**src/rtl/timer_prescaler.sv**
```systemverilog
// timer_prescaler
// Produces the single-cycle count-enable pulse for the 64-bit timer counter.
// Divides the system clock by 2^div_val (clamped to MAX_DIV_VAL) when division
// is enabled, passes every cycle through when it is not, and freezes counting
// while the CPU is halted in debug mode. Any change to the division settings
// restarts the prescale period so the counter never sees a short first period.
// INT_CNT_WIDTH is expected to equal MAX_DIV_VAL so the largest limit fits.

module timer_prescaler #(
    parameter int DIV_WIDTH     = 4,
    parameter int MAX_DIV_VAL   = 8,
    parameter int INT_CNT_WIDTH = 8
) (
    input  logic                 clk,
    input  logic                 rst_n,
    input  logic                 timer_en,
    input  logic                 div_en,
    input  logic [DIV_WIDTH-1:0] div_val,
    input  logic                 dbg_mode,
    input  logic                 halt_req,
    output logic                 cnt_en,
    output logic                 halt_ack
);

    localparam logic [DIV_WIDTH-1:0]     MAX_DIV  = DIV_WIDTH'(MAX_DIV_VAL);
    localparam logic [INT_CNT_WIDTH-1:0] ALL_ONES = '1;
    localparam logic [INT_CNT_WIDTH-1:0] CNT_ONE  = INT_CNT_WIDTH'(1);

    logic [DIV_WIDTH-1:0]     w_effDiv;
    logic [INT_CNT_WIDTH-1:0] w_limit;
    logic                     w_halted;
    logic                     w_active;
    logic                     w_cfgChg;
    logic                     w_atLimit;

    logic [INT_CNT_WIDTH-1:0] r_intCnt;
    logic                     r_divEnQ;
    logic [DIV_WIDTH-1:0]     r_divValQ;
    logic                     r_haltAck;

    // Clamp the exponent, derive the wrap limit, and detect halt / config changes
    always_comb begin
        w_effDiv  = (div_val > MAX_DIV) ? MAX_DIV : div_val;
        w_limit   = ~(ALL_ONES << w_effDiv);
        w_halted  = dbg_mode & halt_req;
        w_active  = timer_en & ~w_halted;
        w_cfgChg  = (div_en != r_divEnQ) || (w_effDiv != r_divValQ);
        w_atLimit = (r_intCnt == w_limit);
    end

    // Count enable: suppressed on config change or when inactive, otherwise every
    // cycle undivided or once per wrap of the prescale counter when dividing
    always_comb begin
        cnt_en = w_active & ~w_cfgChg & (~div_en | w_atLimit);
    end

    assign halt_ack = r_haltAck;

    // Remember the last configuration so a change can restart the period
    always_ff @(posedge clk or negedge rst_n) begin
        if (!rst_n) begin
            r_divEnQ  <= 1'b0;
            r_divValQ <= '0;
            r_haltAck <= 1'b0;
        end else begin
            r_divEnQ  <= div_en;
            r_divValQ <= w_effDiv;
            r_haltAck <= w_halted;
        end
    end

    // Prescale counter: disable and config change clear it, halt freezes it so
    // the phase survives a debug stop, otherwise it wraps at the limit
    always_ff @(posedge clk or negedge rst_n) begin
        if (!rst_n) begin
            r_intCnt <= '0;
        end else if (!timer_en) begin
            r_intCnt <= '0;
        end else if (w_cfgChg) begin
            r_intCnt <= '0;
        end else if (w_halted) begin
            r_intCnt <= r_intCnt;
        end else if (!div_en) begin
            r_intCnt <= '0;
        end else if (w_atLimit) begin
            r_intCnt <= '0;
        end else begin
            r_intCnt <= r_intCnt + CNT_ONE;
        end
    end

endmodule
```
**config.mk**
```make
export PLATFORM = sky130hd
export DESIGN_NAME = timer_prescaler
export DESIGN_NICKNAME = d
export VERILOG_FILES = /design/src/rtl/timer_prescaler.sv
export SDC_FILE = /design/constraint.sdc
export NUM_CORES = 1
export LEC_CHECK = 0
export ABC_AREA = 0
export CAP_MARGIN = 5
export CELL_PAD_IN_SITES_DETAIL_PLACEMENT = 0
export CELL_PAD_IN_SITES_GLOBAL_PLACEMENT = 1
export CORE_MARGIN = 4
export CORE_UTILIZATION = 44
export DETAILED_ROUTE_END_ITERATION = 7
export HOLD_SLACK_MARGIN = 0.05
export PLACE_DENSITY_LB_ADDON = 0.15
export SETUP_SLACK_MARGIN = 0.15
export SLEW_MARGIN = 20
export SYNTH_ARGS = -nofsm -noshare
export SYNTH_HDL_FRONTEND = slang
export SYNTH_SLANG_ARGS = --single-unit
```
**constraint.sdc**
```tcl
create_clock -name clk -period 5.4 [get_ports clk]
set_clock_uncertainty 0.05 [all_clocks]
set_input_delay 0.54 -clock clk [delete_from_list [all_inputs] [get_ports clk]]
set_output_delay 0.54 -clock clk [all_outputs]
set_load 0.1 [all_outputs]
```
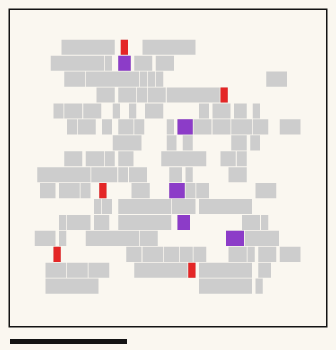
(gate families picked out)
The bar under the picture is 20 um long.
[and/or cells] purple | cells: 5
[inv cells] red | cells: 5 | most used: inv_1
multi-input gate share of total cell area: 48.7%
final non-filler cell total: 135
most common logic cell in the routed design: sky130_fd_sc_hd__dfrtp_1

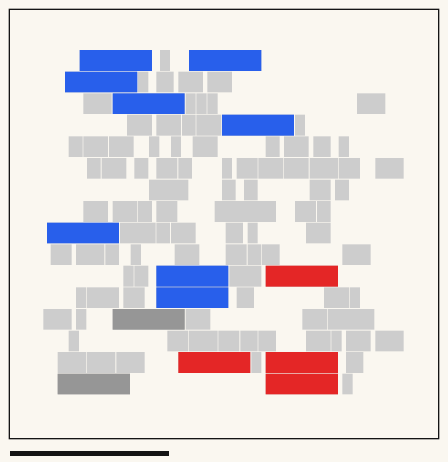
(sequential cells coloured by netlist name)
The bar under the picture is 20 um long. Other sequential cells in the stronger grey, the rest of the logic in the fainter grey.
[r_intCnt] blue | placed flops: 8
[r_divValQ] red | placed flops: 4
Sequential Area: 350 um2
Seq area share: 32.9%
utilization of the core after routing: 53.8%
sequential group power: 108 uW

==> summary.txt <==
The flow run is done. The run finished with clean final reports. STA classifies the critical path startpoint as a primary input. On the critical path, the stage with the largest delay is an instance of sky130_fd_sc_hd__clkdlybuf4s50_1. Across the VDD grid, the largest voltage drop is 121 uV. Relative to the synthesized area, the layout overhead comes to 14.7%. After technology mapping, the gate count stands at 99.

Chip area line of the yosys report landed at 930 um2. Buffer levels on the longest clock path landed at 2. Broken down by cell family, the worst path's largest delay share belongs to simple AND/OR/NAND/NOR gates.

The number of global-route vias before repair was 764. Final tally of max-slew violations landed at 0. Count of port buffers added during placement landed at 11.

Measured against the total synthesized area, the mux share comes to 1.21%. The first global-routing pass estimated 3440 um of wire. After global routing the overflow that remains totals 0. And-or/or-and share of the synthesized area landed at 21.3%. The number of hold buffers added after CTS was 0.

Setup repair after global routing left no endpoint under its margin. Number of flops mapped to enable cells by yosys landed at 0. The top cell type by area accounts for 37.7% of the synthesized area. Traced cell by cell, the critical path runs through clkdlybuf4s50_1, or4_1, a21oi_1, a31oi_1, nor4_4, o21ba_1, buf_4.

Ratio of routed vias to standard cells landed at 5.80. Worst slew margin relative to its limit landed at 35.5%. Final critical-path share of the clock period landed at 67.2%.

Minimum clock period after layout landed at 3.63 ns. Routed length per placed instance landed at 14.7 um. Total negative setup slack landed at 0 ns. Average cell area after synthesis landed at 9.39 um2. Data arrives at the worst endpoint at 3.04 ns.

Across all layers, the routed design uses 783 vias. Delay of the slowest cell on the worst path landed at 0.69 ns. STA reports the tightest min-delay check as being of type reg -> reg.

In the post-synthesis netlist, the cell with the most instances is sky130_fd_sc_hd__dfrtp_1. Total cells reported by yosys after synthesis landed at 99. The critical path endpoint has a required time of 4.81 ns. Actual transition at the worst max-transition pin landed at 0.964 ns. Chip footprint landed at 0.00291 mm2.

Sequential elements use 37.7% of the synthesized area. The tool flagged a number of max-cap violations equal to 0. After detailed placement, the design holds a cell count of 131. STA shows the worst min-delay path finishing at r_intCnt[7]. The synthesis stat section lists a flop and latch total of 14. Total I/O pin count landed at 12. Hold-check failures listed in the final report amount to 0. Number of DRC markers in iteration 0 landed at 12. Static power due to leakage landed at 0.000405 uW. Number of clock buffers inserted by TritonCTS landed at 3. Post-synthesis share of cell area spent on xor and xnor gates landed at 7.54%. Adder-cell share of the synthesized area landed at 1.35%. Looking at the reg2reg group, the worst path starts from r_intCnt[3]. Sink count of the clock tree landed at 14.

Number of OpenROAD warnings landed at 26. In this run, the synthesized area fraction spent on and/or/nand/nor cells is recorded as 24.5%. According to the floorplan report, the die width is 54.0 um.

Highest attainable clock frequency landed at 276 MHz. Number of fill cells in the layout landed at 180. The synthesis report names the predominant flop master as sky130_fd_sc_hd__dfrtp_1. After synthesis the cells add up to 930 um2. Die extent in y landed at 54.0 um.

Total global-route track usage over all layers is 16.4%. Share of post-route cells with drive strength above 1 landed at 8.33%. Number of setup buffers added after CTS landed at 0.

The Yosys step of the flow raised 0 warnings. For the worst flop-to-flop path, the logic depth is 5. The floorplan has 16 rows. Final-stage net count landed at 120. The net count after synthesis is 110.

For this configuration, the core starts out at a cell density of 46.9%. By startpoint and endpoint, the worst setup path is classified as in -> out. Final setup violation count landed at 0.

Looking at hold timing, the worst path starts from r_intCnt[7]. Initial antenna violation count landed at 0. STA classifies the critical path endpoint as a primary output.

Share of async-settable or async-resettable flops after synthesis landed at 100%. Per the timing report, the biggest fanout along the worst path comes to 18. The netlist uses 37 different library cells. TritonCTS built the clock tree. For flop-to-flop paths, the worst setup slack is 3.33 ns. Number of iterations in the first detailed-routing pass landed at 4.

The later pin in the worst-skew pair is clocked with a latency of 0.28 ns. Looking at the clock tree report, the H-tree level count equals 1. Per the detailed-route log, wirelength across all metal layers totals 1990 um.

Sorting the Yosys area breakdown by cell type puts at the top sky130_fd_sc_hd__dfrtp_1. The synthesis report lists the most area-consuming cells as sky130_fd_sc_hd__dfrtp_1, sky130_fd_sc_hd__xnor2_1, sky130_fd_sc_hd__o41ai_1. Among the non-sequential cells, simple AND/OR/NAND/NOR gates take the most area.

Total power divided by cell area landed at 206 mW/mm2. Clock slew seen by the registers of the worst setup and hold paths landed at 0.09 ns. Clock tree synthesis selected as its root buffer the cell sky130_fd_sc_hd__clkbuf_4. Number of antenna cells inserted landed at 0. Post-CTS repair ended up resizing 0 cells. DRC violation count after routing landed at 0.

The synthesis run shows the most used standard cells to be sky130_fd_sc_hd__dfrtp_1, sky130_fd_sc_hd__nand2_1, sky130_fd_sc_hd__nand3_1, sky130_fd_sc_hd__xnor2_1. HPWL reported at the end of detailed placement landed at 1410 um. Counting both buffers and inverters, the worst setup path holds a total of 2. Per the post-route antenna check, the number of violating nets is 0. The core region is 0.00198 mm2.

The placement summary gives the final routability congestion estimate as 0.792. In this run the critical register-to-register path is captured at r_intCnt[4]. Largest net degree at the start of global routing landed at 19.

Depth of the worst hold-timing path landed at 2.
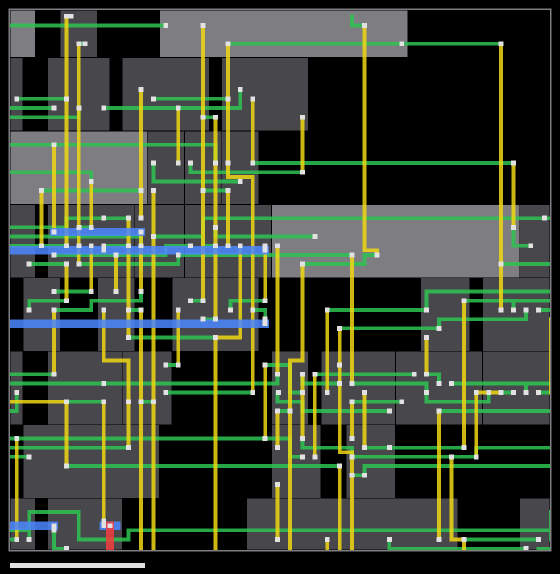
(close-up of the layout)
The bar under the picture is 5 um long. Window x 17 to 37, y 28 to 48 um. Cells in grey, sequential cells in the stronger grey; small squares are vias.
[M1] green
[M3] blue
[M4] red
[M2] yellow
sequential cells in the window: 3
cells with their middle in the window: 31
most frequent: nand2_1 (4)
netlist names of flops here include: r_intCnt (3)

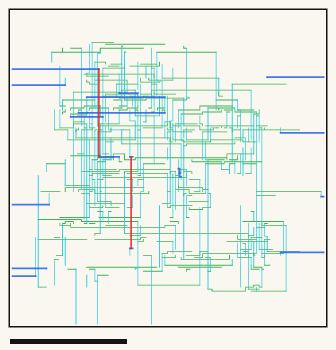
(wiring by layer)
The bar under the picture is 20 um long.
[M3] blue | wire length: 107 um
[M1] green | wire length: 922 um
[M2] cyan | wire length: 930 um
[M4] red | wire length: 30.6 um

[registers in the layout, indices dropped and copies added, names as in the netlist]
signal     flops
r_intCnt       8
halt_ack       1
r_divEnQ       1
r_divValQ      4
[cell usage in the layout, fill, tap and decap left out, drive strengths merged, types with 4 or more instances in the layout]
cell           instances
nand3                  8
inv                    5
clkdlybuf4s50         10
nand2                 10
o41ai                  5
nor2                   5
clkbuf                 4
a21oi                  5
xnor2                  7
dfrtp                 14
[worst max path at each step]
stage,slack (ns),to,start,cells after the start
after global routing,1.62,cnt_en,div_val[3],7
after global placement,1.82,cnt_en,div_val[3],7
after detailed placement,1.78,cnt_en,div_val[3],7
after floorplan,2.24,cnt_en,div_val[0],6
final,1.77,cnt_en,div_val[3],7
after CTS,1.78,cnt_en,div_val[3],7
[cell type report]
class / instances / area (um2) / area share (%)
Inverter: 5 / 18.8 / 1.76
Multi-Input combinational cell: 74 / 519 / 48.7
Clock buffer: 4 / 36.3 / 3.40
Tap cell: 27 / 33.8 / 3.17
Sequential cell: 14 / 350 / 32.9
Timing Repair Buffer: 11 / 108 / 10.1
[layer usage]
layer / wire (um) / part of all wire, % / global-route usage (%) / vias up
li1: - / - / - / 384
met1: 921 / 46 / 21.0 / 372
met2: 929 / 47 / 27.8 / 23
met3: 106 / 5.3 / 1.94 / 4
met4: 30 / 1.5 / 6.38 / 0
met5: 0 / 0 / 0 / -
[tightest hold or removal path: stages, from the launching register on]
cell                      delay (ns)
sky130_fd_sc_hd__dfrtp_1        0.41
sky130_fd_sc_hd__nand3_1        0.08
sky130_fd_sc_hd__o41ai_1        0.06
[cell families (layout without fill, tap and decap cells)]
logic type	Yosys count	after routing
adder cells (fa/ha/maj)	1	1
AND/OR/NAND/NOR	40	40
multiplexers	1	1
buffers and inverters	11	20
XOR/XNOR	8	8
AND-OR/OR-AND	24	24
flip-flops	14	14
[report_power, final]
| group | internal (uW) | total (uW) | switching, uW |
|---|---|---|---|
| Clock | 41.0 | 76.2 | 35.3 |
| Combinational | 13.9 | 34.7 | 20.8 |
| Sequential | 107 | 108 | 1.25 |
[per-stage QoR]
stage	power [uW]	utilization, %	area [um2]	hold slack, ns	worst slack [ns]
final	219	53.8	1070	0.531	1.77
after global routing	230	53.8	1070	0.602	1.62
after CTS	222	53.8	1070	0.539	1.78
after detailed placement	145	52.0	1030	0.519	1.78
after global placement	145	52.0	1030	0.512	1.82
after floorplan	133	-	930	0.194	2.24
Power figures rest on the tool's default switching activity, not on a simulated workload.
